==> src/rtl/cl_pkg.sv <==
// Shared definitions for the Camera Link-style receive path.
//   - Control-bit positions inside the 28-bit deserialized word.
//   - Bit indices of the sticky error status vector.
//   - Deframer FSM state encoding.
package cl_pkg;

  localparam int unsigned FVAL_BIT = 25;
  localparam int unsigned LVAL_BIT = 24;
  localparam int unsigned DVAL_BIT = 26;

  localparam int unsigned ERR_ORPHAN = 0;
  localparam int unsigned ERR_TRUNC  = 1;
  localparam int unsigned ERR_WIDTH  = 2;
  localparam int unsigned ERR_GEOM   = 3;

  typedef enum logic [1:0] {
    SYNC,
    GAP,
    FRAME,
    LINE
  } cl_state_e;

endpackage

==> src/rtl/cl_unpack.sv <==
// Combinational unpacker for the camera transmitter bit mapping.
// Ports:
//   din   in  28  deserialized word, bit order as transmitted
//   fval  out 1   frame valid
//   lval  out 1   line valid
//   pix   out 16  pixel data
// DVAL and the spare bits din[23:15] carry nothing for this receiver.
module cl_unpack
  import cl_pkg::*;
(
  input  logic [27:0] din,
  output logic        fval,
  output logic        lval,
  output logic [15:0] pix
);

  assign fval = din[FVAL_BIT];
  assign lval = din[LVAL_BIT];

  assign pix[4:0]   = din[4:0];
  assign pix[5]     = din[6];
  assign pix[6]     = din[27];
  assign pix[7]     = din[5];
  assign pix[10:8]  = din[9:7];
  assign pix[13:11] = din[14:12];
  assign pix[15:14] = din[11:10];

  logic unused_bits;
  assign unused_bits = ^{din[DVAL_BIT], din[23:15]};

endmodule

==> src/rtl/cl_rx_deframer.sv <==
// Receive deframer: recovers FVAL/LVAL framing from the deserialized word and
// emits a 16-bit pixel stream with line/frame markers, frame geometry and
// sticky protocol error flags.
// Ports:
//   clk       in  1   word clock
//   init      in  1   synchronous active-high reset
//   din       in  28  deserialized word
//   din_vld   in  1   din valid; invalid cycles change no state
//   pix       out 16  pixel data (held when pix_vld is low)
//   pix_vld   out 1   pixel valid
//   sol, eol  out 1   first/last pixel of line (eol alone on truncation)
//   sof, eof  out 1   first pixel of frame / frame end pulse
//   frm_w     out CW  width of last completed frame
//   frm_h     out CW  line count of last completed frame
//   geom_vld  out 1   pulse when frm_w/frm_h update
//   err_stat  out 4   sticky {geom, width, trunc, orphan}
//   err_clr   in  1   clears err_stat; same-cycle set events win
module cl_rx_deframer
  import cl_pkg::*;
#(
  parameter int unsigned CW = 11
) (
  input  logic          clk,
  input  logic          init,
  input  logic [27:0]   din,
  input  logic          din_vld,
  output logic [15:0]   pix,
  output logic          pix_vld,
  output logic          sol,
  output logic          eol,
  output logic          sof,
  output logic          eof,
  output logic [CW-1:0] frm_w,
  output logic [CW-1:0] frm_h,
  output logic          geom_vld,
  output logic [3:0]    err_stat,
  input  logic          err_clr
);

  logic        u_fval, u_lval;
  logic [15:0] u_pix;

  cl_unpack u_unpack (
    .din  (din),
    .fval (u_fval),
    .lval (u_lval),
    .pix  (u_pix)
  );

  cl_state_e   state_q, state_d;
  // One-word holding stage: eol for a pixel is only known from the next word.
  // A pixel is pending exactly while in LINE.
  logic [15:0] hold_pix_q, hold_pix_d;
  logic        hold_sol_q, hold_sol_d;
  logic        hold_sof_q, hold_sof_d;

  logic [CW-1:0] pix_cnt_q, pix_cnt_d;
  logic [CW-1:0] line_cnt_q, line_cnt_d;
  logic [CW-1:0] ref_w_q, ref_w_d;
  logic          have_prev_q, have_prev_d;

  logic [15:0]   pix_q, pix_d;
  logic          pix_vld_q, pix_vld_d;
  logic          sol_q, sol_d, eol_q, eol_d, sof_q, sof_d, eof_q, eof_d;
  logic          geom_vld_q, geom_vld_d;
  logic [CW-1:0] frm_w_q, frm_w_d, frm_h_q, frm_h_d;
  logic [3:0]    err_q, err_d, err_set;
  logic          frame_end;

  localparam logic [CW-1:0] CntMax = '1;

  always_comb begin
    state_d     = state_q;
    hold_pix_d  = hold_pix_q;
    hold_sol_d  = hold_sol_q;
    hold_sof_d  = hold_sof_q;
    pix_cnt_d   = pix_cnt_q;
    line_cnt_d  = line_cnt_q;
    ref_w_d     = ref_w_q;
    have_prev_d = have_prev_q;
    frm_w_d     = frm_w_q;
    frm_h_d     = frm_h_q;
    pix_d       = pix_q;
    pix_vld_d   = 1'b0;
    sol_d       = 1'b0;
    eol_d       = 1'b0;
    sof_d       = 1'b0;
    eof_d       = 1'b0;
    geom_vld_d  = 1'b0;
    err_set     = '0;
    frame_end   = 1'b0;

    if (din_vld) begin
      case (state_q)
        SYNC: begin
          if (!u_fval) state_d = GAP;
        end
        GAP: begin
          if (u_fval) begin
            state_d    = FRAME;
            line_cnt_d = '0;
            ref_w_d    = '0;
          end else if (u_lval) begin
            err_set[ERR_ORPHAN] = 1'b1;
          end
        end
        FRAME: begin
          if (!u_fval) begin
            state_d   = GAP;
            frame_end = 1'b1;
          end else if (u_lval) begin
            state_d    = LINE;
            hold_pix_d = u_pix;
            hold_sol_d = 1'b1;
            hold_sof_d = (line_cnt_q == '0);
            pix_cnt_d  = CW'(1);
          end
        end
        LINE: begin
          if (!u_fval) begin
            // Truncated line: pending pixel is dropped, eol and eof pulse bare.
            state_d            = GAP;
            eol_d              = 1'b1;
            err_set[ERR_TRUNC] = 1'b1;
            frame_end          = 1'b1;
          end else begin
            pix_d     = hold_pix_q;
            pix_vld_d = 1'b1;
            sol_d     = hold_sol_q;
            sof_d     = hold_sof_q;
            if (u_lval) begin
              hold_pix_d = u_pix;
              hold_sol_d = 1'b0;
              hold_sof_d = 1'b0;
              pix_cnt_d  = (pix_cnt_q == CntMax) ? pix_cnt_q : pix_cnt_q + CW'(1);
            end else begin
              state_d    = FRAME;
              eol_d      = 1'b1;
              line_cnt_d = (line_cnt_q == CntMax) ? line_cnt_q : line_cnt_q + CW'(1);
              if (line_cnt_q == '0) begin
                ref_w_d = pix_cnt_q;
              end else if (pix_cnt_q != ref_w_q) begin
                err_set[ERR_WIDTH] = 1'b1;
              end
            end
          end
        end
        default: state_d = SYNC;
      endcase
    end

    if (frame_end) begin
      eof_d       = 1'b1;
      geom_vld_d  = 1'b1;
      frm_w_d     = ref_w_q;
      frm_h_d     = line_cnt_q;
      have_prev_d = 1'b1;
      if (have_prev_q && ((ref_w_q != frm_w_q) || (line_cnt_q != frm_h_q))) begin
        err_set[ERR_GEOM] = 1'b1;
      end
    end

    err_d = (err_clr ? 4'b0000 : err_q) | err_set;
  end

  always_ff @(posedge clk) begin
    if (init) begin
      state_q     <= SYNC;
      hold_pix_q  <= '0;
      hold_sol_q  <= 1'b0;
      hold_sof_q  <= 1'b0;
      pix_cnt_q   <= '0;
      line_cnt_q  <= '0;
      ref_w_q     <= '0;
      have_prev_q <= 1'b0;
      pix_q       <= '0;
      pix_vld_q   <= 1'b0;
      sol_q       <= 1'b0;
      eol_q       <= 1'b0;
      sof_q       <= 1'b0;
      eof_q       <= 1'b0;
      geom_vld_q  <= 1'b0;
      frm_w_q     <= '0;
      frm_h_q     <= '0;
      err_q       <= '0;
    end else begin
      state_q     <= state_d;
      hold_pix_q  <= hold_pix_d;
      hold_sol_q  <= hold_sol_d;
      hold_sof_q  <= hold_sof_d;
      pix_cnt_q   <= pix_cnt_d;
      line_cnt_q  <= line_cnt_d;
      ref_w_q     <= ref_w_d;
      have_prev_q <= have_prev_d;
      pix_q       <= pix_d;
      pix_vld_q   <= pix_vld_d;
      sol_q       <= sol_d;
      eol_q       <= eol_d;
      sof_q       <= sof_d;
      eof_q       <= eof_d;
      geom_vld_q  <= geom_vld_d;
      frm_w_q     <= frm_w_d;
      frm_h_q     <= frm_h_d;
      err_q       <= err_d;
    end
  end

  assign pix      = pix_q;
  assign pix_vld  = pix_vld_q;
  assign sol      = sol_q;
  assign eol      = eol_q;
  assign sof      = sof_q;
  assign eof      = eof_q;
  assign geom_vld = geom_vld_q;
  assign frm_w    = frm_w_q;
  assign frm_h    = frm_h_q;
  assign err_stat = err_q;

endmodule

==> config.mk <==
export PLATFORM = sky130hd
export DESIGN_NAME = cl_rx_deframer
export DESIGN_NICKNAME = d
export VERILOG_FILES = /design/src/rtl/cl_pkg.sv /design/src/rtl/cl_unpack.sv /design/src/rtl/cl_rx_deframer.sv
export SDC_FILE = /design/constraint.sdc
export NUM_CORES = 1
export LEC_CHECK = 0
export CAP_MARGIN = 20
export CORE_MARGIN = 2
export CORE_UTILIZATION = 47
export CTS_CLUSTER_SIZE = 20
export DETAILED_ROUTE_END_ITERATION = 8
export PLACE_DENSITY = 0.75
export SLEW_MARGIN = 15
export SYNTH_ARGS = -nofsm -noshare
export SYNTH_HDL_FRONTEND = slang
export SYNTH_SLANG_ARGS = --single-unit
==> constraint.sdc <==
create_clock -name clk -period 1.84 [get_ports clk]
set_input_delay 0.184 -clock clk [delete_from_list [all_inputs] [get_ports clk]]
set_output_delay 0.184 -clock clk [all_outputs]
set_load 0.01 [all_outputs]
==> flow_summary.json <==
{
  "hold_path_class": "input port to flip-flop",
  "worst_r2r_path_depth": 5,
  "clock_path_buffers": 2,
  "postPlaceCellArea_um2": 5600,
  "path_clk_slew_ps": 90,
  "powerComb_mw": 0.180,
  "num-fill-cells": 808,
  "seq-power_mw": 2.20,
  "top_layer_used": "met4",
  "nMultiInputCombCells": 394,
  "layout_top_cells": "119 x nand2_1, 100 x dfxtp_1, 85 x a21oi_1",
  "layout.cells.most_common": "nand2_1",
  "layout.area.seq_um2": 2020,
  "core-area_um2": 9240,
  "final_antenna_net_count": 0,
  "critPathSlowestCell": "o311ai_2",
  "crit_required_ps": 2080,
  "fin_ws_ps": 70.8,
  "design.seq.count": 101,
  "gp_congestion": 0.928,
  "synth_area_um2": 4460,
  "fin_area_um2": 5870,
  "via_per_inst": 5.55,
  "min_period_ps": 1770,
  "outcome": "completed",
  "dieArea_um2": 10300,
  "ys_area_um2": 4460,
  "die_w_um": 101,
  "final_cells": 776,
  "worstReg2RegEnd": "pix_cnt_q[2]",
  "met1_usage_pct": 31.0,
  "total_power_mw": 3.93,
  "ff_type": "dfxtp_1",
  "cts_tree": "built",
  "synth.area.top_cells": "dfxtp_1 45%, nand2_1 10%, a21oi_1 9.5%",
  "syn_inst": 549,
  "hold_depth": 2,
  "root_buffer": "clkbuf_8",
  "power_density_nw_per_um2": 670,
  "max_stage_delay_ps": 610,
  "synth.distinct_cells": 54,
  "path_class": "flip-flop to flip-flop",
  "edf_count": 0,
  "syn_avg_cell_area_um2": 8.12,
  "synth.most_common_cell": "nand2_1",
  "dr.pass1.iters": 5,
  "p_comb_share_pct": 4.6
}
Clock network drawn from the DEF:
(3 px per um)
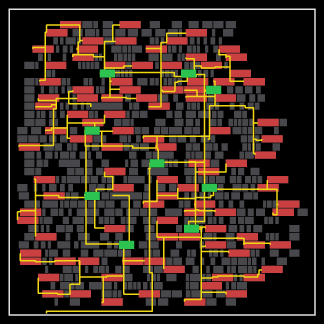
green -> clock drivers  # count 9
yellow -> clock wires  # length 1180 um
red -> flip-flops  # count 101
flops lie = spread over the die
routed clock nets = 10
clock network power: 1.56 mW
clk_skew: 14.0 ps
Insertion Delay late pin: 370 ps
Clk pwr share: 39.6%

Wiring by layer:
(4 px per um)
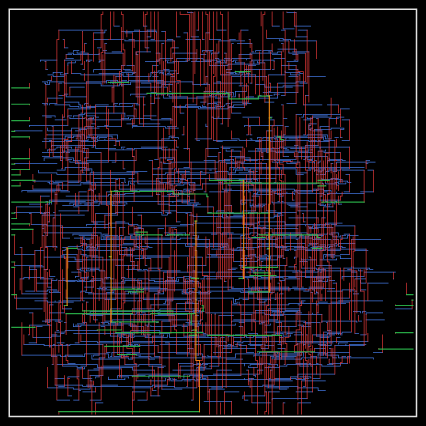
orange -> metal 4  # wire length 169 um
red -> metal 2  # wire length 5580 um
green -> metal 3  # wire length 491 um
blue -> metal 1  # wire length 5480 um
Overall Global Routing Usage: 23.0%
final WL: 11700 um
Avg WL per Cell: 15.1 um

No activity file was given, so power comes from the tool's default toggle rates.
